**config.mk**
```make
export PLATFORM = sky130hd
export DESIGN_NAME = reaction_timer_ctrl
export DESIGN_NICKNAME = d
export VERILOG_FILES = /design/src/rtl/reaction_timer_ctrl.sv
export SDC_FILE = /design/constraint.sdc
export NUM_CORES = 1
export LEC_CHECK = 0
export ABC_CLOCK_PERIOD_IN_PS = 3350
export CAP_MARGIN = 20
export CORE_AREA = 2 2 97 99
export CTS_CLUSTER_DIAMETER = 100
export DETAILED_ROUTE_END_ITERATION = 10
export DIE_AREA = 0 0 99 101
export GPL_ROUTABILITY_DRIVEN = 0
export HOLD_SLACK_MARGIN = 0.12
export PLACE_DENSITY_LB_ADDON = 0.12
export SLEW_MARGIN = 10
export SYNTH_ARGS = -nofsm -noshare
export SYNTH_HDL_FRONTEND = slang
export SYNTH_SLANG_ARGS = --single-unit
```
**constraint.sdc**
```tcl
create_clock -name clock -period 3.35 [get_ports clock]
set_clock_uncertainty 0.15 [all_clocks]
set_input_delay 0.67 -clock clock [delete_from_list [all_inputs] [get_ports clock]]
set_output_delay 0.67 -clock clock [all_outputs]
set_load 0.01 [all_outputs]
```
**src/rtl/reaction_timer_ctrl.sv**
```systemverilog
// Reaction-timer game controller: random wait, GO LED, BCD
// reaction count and best-time tracking.
module reaction_timer_ctrl #(
  parameter int DELAY_UNIT = 25,
  parameter int MAX_BCD    = 9999
) (
  input  logic        clock,
  input  logic        reset,
  input  logic        tick,
  input  logic [3:0]  rand_val,
  input  logic        start_btn,
  input  logic        stop_btn,
  output logic [15:0] time_bcd,
  output logic [15:0] best_bcd,
  output logic        go_led,
  output logic        early_led,
  output logic [2:0]  state
);

  localparam int WW = $clog2(16 * DELAY_UNIT + 1);

  localparam logic [15:0] MAX_V = {
    4'(MAX_BCD / 1000 % 10), 4'(MAX_BCD / 100 % 10),
    4'(MAX_BCD / 10 % 10),   4'(MAX_BCD % 10)
  };

  typedef enum logic [2:0] {
    IDLE  = 3'd0,
    WAIT  = 3'd1,
    GO    = 3'd2,
    DONE  = 3'd3,
    EARLY = 3'd4
  } st_t;

  st_t cur;
  st_t nxt;

  logic [1:0]    sa_sync;
  logic [1:0]    so_sync;
  logic          sa_prev;
  logic          so_prev;
  logic          start_p;
  logic          stop_p;
  logic [WW-1:0] cnt;
  logic          load;
  logic          dec;
  logic          inc;
  logic          upd;

  function automatic logic [15:0] bcd_inc(input logic [15:0] v);
    logic [15:0] r;
    logic        c;
    r = v;
    c = 1'b1;
    for (int i = 0; i < 4; i++) begin
      if (c) begin
        if (r[4*i +: 4] == 4'd9) begin
          r[4*i +: 4] = 4'd0;
        end else begin
          r[4*i +: 4] = r[4*i +: 4] + 4'd1;
          c = 1'b0;
        end
      end
    end
    return r;
  endfunction

  // MSD-first magnitude compare; first differing digit decides.
  function automatic logic bcd_lt(input logic [15:0] a,
                                  input logic [15:0] b);
    logic lt;
    logic hit;
    lt  = 1'b0;
    hit = 1'b0;
    for (int i = 3; i >= 0; i--) begin
      if (!hit && a[4*i +: 4] != b[4*i +: 4]) begin
        lt  = a[4*i +: 4] < b[4*i +: 4];
        hit = 1'b1;
      end
    end
    return lt;
  endfunction

  always_ff @(posedge clock or negedge reset) begin
    if (!reset) begin
      sa_sync <= 2'b11;
      so_sync <= 2'b11;
      sa_prev <= 1'b1;
      so_prev <= 1'b1;
      start_p <= 1'b0;
      stop_p  <= 1'b0;
    end else begin
      sa_sync <= {sa_sync[0], start_btn};
      so_sync <= {so_sync[0], stop_btn};
      sa_prev <= sa_sync[1];
      so_prev <= so_sync[1];
      start_p <= sa_prev & ~sa_sync[1];
      stop_p  <= so_prev & ~so_sync[1];
    end
  end

  always_ff @(posedge clock or negedge reset) begin
    if (!reset) begin
      cur <= IDLE;
    end else begin
      cur <= nxt;
    end
  end

  always_comb begin
    nxt = cur;
    unique case (cur)
      IDLE, EARLY: if (start_p) nxt = WAIT;
      WAIT: begin
        if (stop_p) begin
          nxt = EARLY;
        end else if (tick && cnt == WW'(1)) begin
          nxt = GO;
        end
      end
      GO:      if (stop_p) nxt = DONE;
      DONE:    nxt = IDLE;
      default: nxt = IDLE;
    endcase
  end

  // Stop press always beats a same-cycle tick.
  always_comb begin
    go_led    = (cur == GO);
    early_led = (cur == EARLY);
    load      = (cur == IDLE || cur == EARLY) && start_p;
    dec       = (cur == WAIT) && tick && !stop_p;
    inc       = (cur == GO) && tick && !stop_p;
    upd       = (cur == DONE) && bcd_lt(time_bcd, best_bcd);
  end

  always_ff @(posedge clock or negedge reset) begin
    if (!reset) begin
      cnt      <= '0;
      time_bcd <= 16'h0000;
      best_bcd <= 16'h9999;
    end else begin
      if (load) begin
        cnt      <= WW'({1'b0, rand_val} + 5'd1) * WW'(DELAY_UNIT);
        time_bcd <= 16'h0000;
      end else if (dec) begin
        cnt <= cnt - WW'(1);
      end else if (inc && time_bcd != MAX_V) begin
        time_bcd <= bcd_inc(time_bcd);
      end
      if (upd) begin
        best_bcd <= time_bcd;
      end
    end
  end

  assign state = cur;

endmodule
```
==> results.toml, run 1 <==
# implementation run metrics
[power_and_ir_drop]
clkPwrFrac = 0.215
vdd_drop_max_v = 0.000245
comb_power_share = 0.359
sequentialPower_mw = 0.891

[clock_network]
insertion_delay_ns = 0.31

[logic_synthesis]
synth_top_area_share = 0.300
logic_family = "simple AND/OR/NAND/NOR gates"
edf_count = 0
synth_area_um2 = 3170

[timing]
hold_viol = 0

[setup_path]
slowest_delay_ns = 0.46
crit_family = "adder cells"
worstSetupEndpoint = "cnt[8]"
critPathLaunch = "rand_val[0]"
r2r_end = "best_bcd[6]"
cpMostUsedCell = "ha_1"

[placed_design]
hpwlAfterDp_mm = 5.27
placed_cell_area_um2 = 3820

[drt]
avgViaCountPerCell = 4.93
wire_per_inst_um = 14.2
routedLengthMet1_mm = 3.37

[outcome]
status = "finished clean"

[floorplan]
die_h_um = 101
io_pins = 46

[final_layout]
comb_area_frac = 0.432

[hold_path]
hp-class = "primary input to asynchronous set/reset pin"

[global_routing]
grt_use_met1 = 0.201
antenna_found_initial = 0
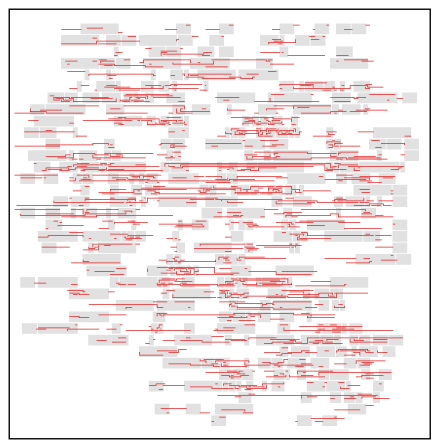
Run 1: met1 routing
The wires run mostly horizontal. The layer carries 3370 um of wire. The layer holds 49% of the routed length. The longest straight run is 39.1 um. 377 nets have wire on it.

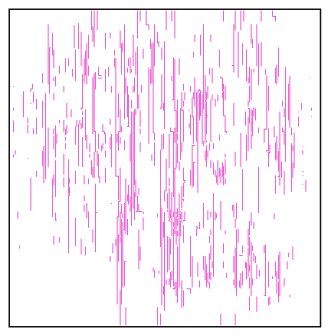
Run 1: M2 wires
The layer carries 3200 um of wire. The wires run mostly vertical. 336 nets have wire on it. The longest straight run is 37.7 um.
M2 GR Usage: 0.240
DR vias: 2383

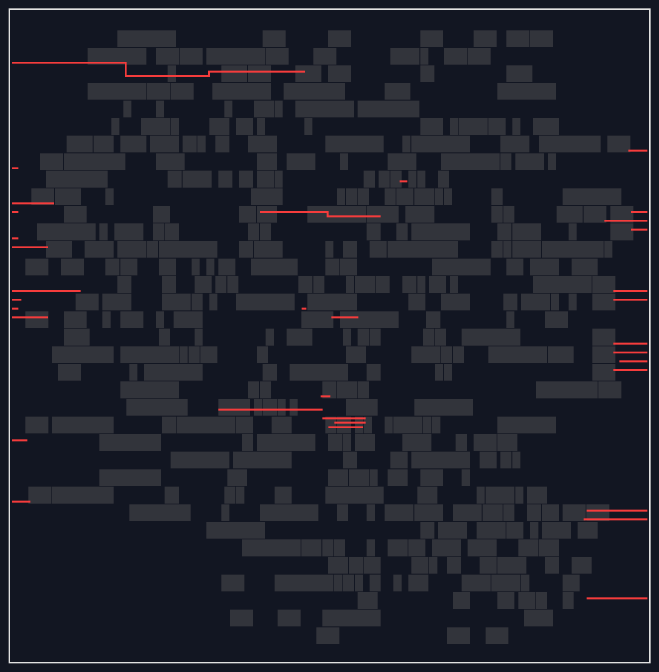
Run 1: M3 wires
The layer carries 211 um of wire. 30 nets have wire on it. The longest straight run is 17.5 um. The layer holds 3.1% of the routed length. The wires run mostly horizontal.

==> run 2, diff against run 1 <==
- SETUP_SLACK_MARGIN: default -> 0.2
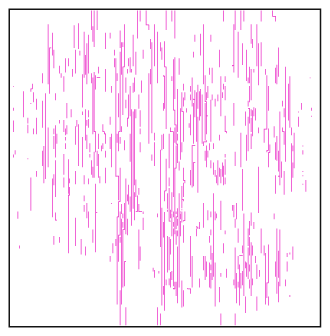
Run 2: M2 wires
final wirelength: 6.92 mm
DR vias: 2389

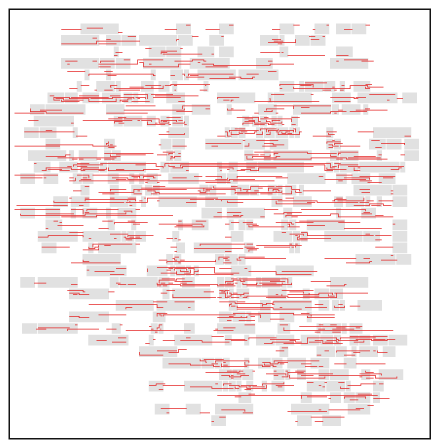
Run 2: met1 routing
The longest straight run is 39.1 um. The wires run mostly horizontal. The layer carries 3380 um of wire. The layer holds 49% of the routed length.
met1 Use GR: 0.201

==> run 2 against run 1 <==
  * Die area unchanged
  * Via count is 0.25% higher
  * Fmax increased by 3.9%
  * Area after synthesis stayed put
  * Power increased by 0.51%
  * Largest power group unchanged
  * Wire length up 1.2%
  * Critical path type unchanged
==> results.toml, run 2 <==
# implementation run metrics
[outcome]
status = "finished clean"

[setup_path]
cpMostUsedCell = "ha_1"
crit_family = "adder cells"
critPathLaunch = "rand_val[2]"
worstSetupEndpoint = "cnt[8]"
slowest_delay_ns = 0.50
r2r_end = "best_bcd[6]"

[power_and_ir_drop]
vdd_drop_max_v = 0.000245
sequentialPower_mw = 0.891
comb_power_share = 0.362
leakage_nw = 1.73

[placed_design]
hpwlAfterDp_mm = 5.27

[floorplan]
io_pins = 46
die_h_um = 101

[drt]
avgViaCountPerCell = 4.95
routedLengthMet1_mm = 3.38

[logic_synthesis]
edf_count = 0
ys_cells = 314
synth_area_um2 = 3170
synthArstFlopShare = 1.00
synth_top_area_share = 0.300
logic_family = "simple AND/OR/NAND/NOR gates"

[clock_network]
insertion_delay_ns = 0.31
clk_pin_slew_worst_paths_ns = 0.10

[global_routing]
globalRouteMet2Util = 0.240
first_global_vias = 2431
antenna_found_initial = 0

[timing]
min_period_ns = 3.04
worst_pin_slew_ns = 0.884
hold_viol = 0

[final_layout]
comb_area_frac = 0.437

[hold_path]
hp-class = "primary input to asynchronous set/reset pin"

[flow_run]
tool_warnings = 32
Run 2, sequential cells colored by netlist name:
The bar under the picture is 20 um long.
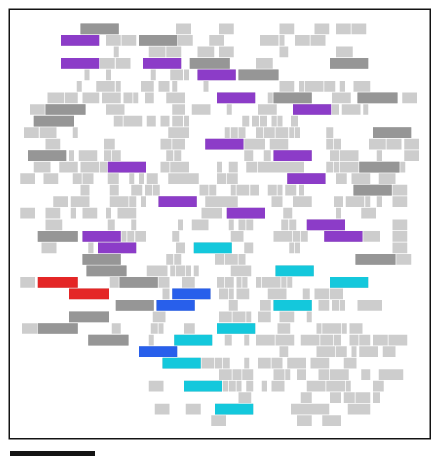

==> run 3, diff against run 2 <==
--- a/config.mk
+++ b/config.mk
@@ -16,3 +16,3 @@
 export PLACE_DENSITY_LB_ADDON = 0.12
-export SETUP_SLACK_MARGIN = 0.2
+export SETUP_SLACK_MARGIN = 0.3
 export SLEW_MARGIN = 10
--- a/constraint.sdc
+++ b/constraint.sdc
@@ -4,2 +4,2 @@
 set_output_delay 0.67 -clock clock [all_outputs]
-set_load 0.01 [all_outputs]
+set_load 0.02 [all_outputs]
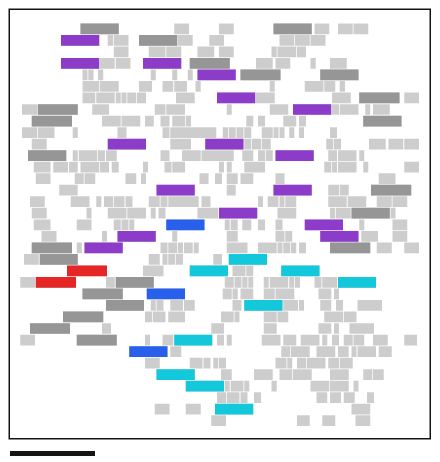
Run 3: sequential cells colored by netlist name
The bar under the picture is 20 um long.
Cyan stands for cnt, flops 9. Purple stands for time_bcd, flops 16. Blue stands for state, flops 3. Red stands for sa_sync, flops 2.
Another 22 sequential cells are not colored.

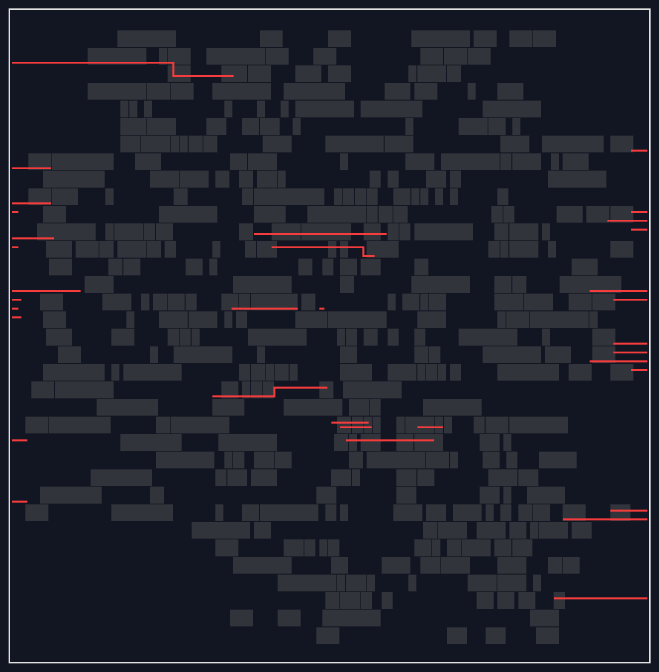
Run 3: M3 wires
The layer holds 3.6% of the routed length. The layer carries 246 um of wire. 31 nets have wire on it. The longest straight run is 24.8 um. The wires run mostly horizontal.
met3 Use GR: 0.0270
DR vias: 2356

==> run 3 against run 2 <==
  * Wire length decreased by 1.3%
  * Worst setup slack gained 0.092 ns
  * Clock power shrank 3%
  * Power is 1.9% higher
  * Non-clock buffer count increased by 1
  * Global-route usage hardly changed
  * Sequential power shrank 3.6%
  * Register-to-register slack barely moved
  * Highest routed layer unchanged
==> results.toml, run 3 <==
# implementation run metrics
[outcome]
status = "finished clean"

[global_routing]
globalRouteMet2Util = 0.234
first_global_vias = 2312
antenna_found_initial = 0
grt_use_met1 = 0.207

[setup_path]
slowest_delay_ns = 0.53
critPathLaunch = "rand_val[3]"
crit_family = "adder cells"
cpMostUsedCell = "ha_1"
worstSetupEndpoint = "cnt[8]"

[timing]
worst_pin_slew_ns = 0.866
drv_slew = 0
hold_viol = 0
min_period_ns = 2.95

[logic_synthesis]
ys_cells = 314
synth_top_area_share = 0.300
synth_area_um2 = 3170
logic_family = "simple AND/OR/NAND/NOR gates"
synthArstFlopShare = 1.00

[clock_network]
htree_levels = 2
clk_pin_slew_worst_paths_ns = 0.09
insertion_delay_ns = 0.31

[power_and_ir_drop]
p_sw_mw = 0.781
vdd_drop_max_v = 0.000272
sequentialPower_mw = 0.859
comb_power_share = 0.395

[flow_run]
tool_warnings = 32

[drt]
wire_per_inst_um = 14.1
routed_wirelength_mm = 6.83
routedLengthMet1_mm = 3.35
avgViaCountPerCell = 4.87

[final_layout]
dominant_cells = "logic gates"
comb_area_frac = 0.435
sh_seq_area = 0.334
fill_cells = 885

[floorplan]
io_pins = 46
die_h_um = 101

[hold_path]
hp-class = "primary input to asynchronous set/reset pin"
Power figures rest on the tool's default switching activity, not on a simulated workload.
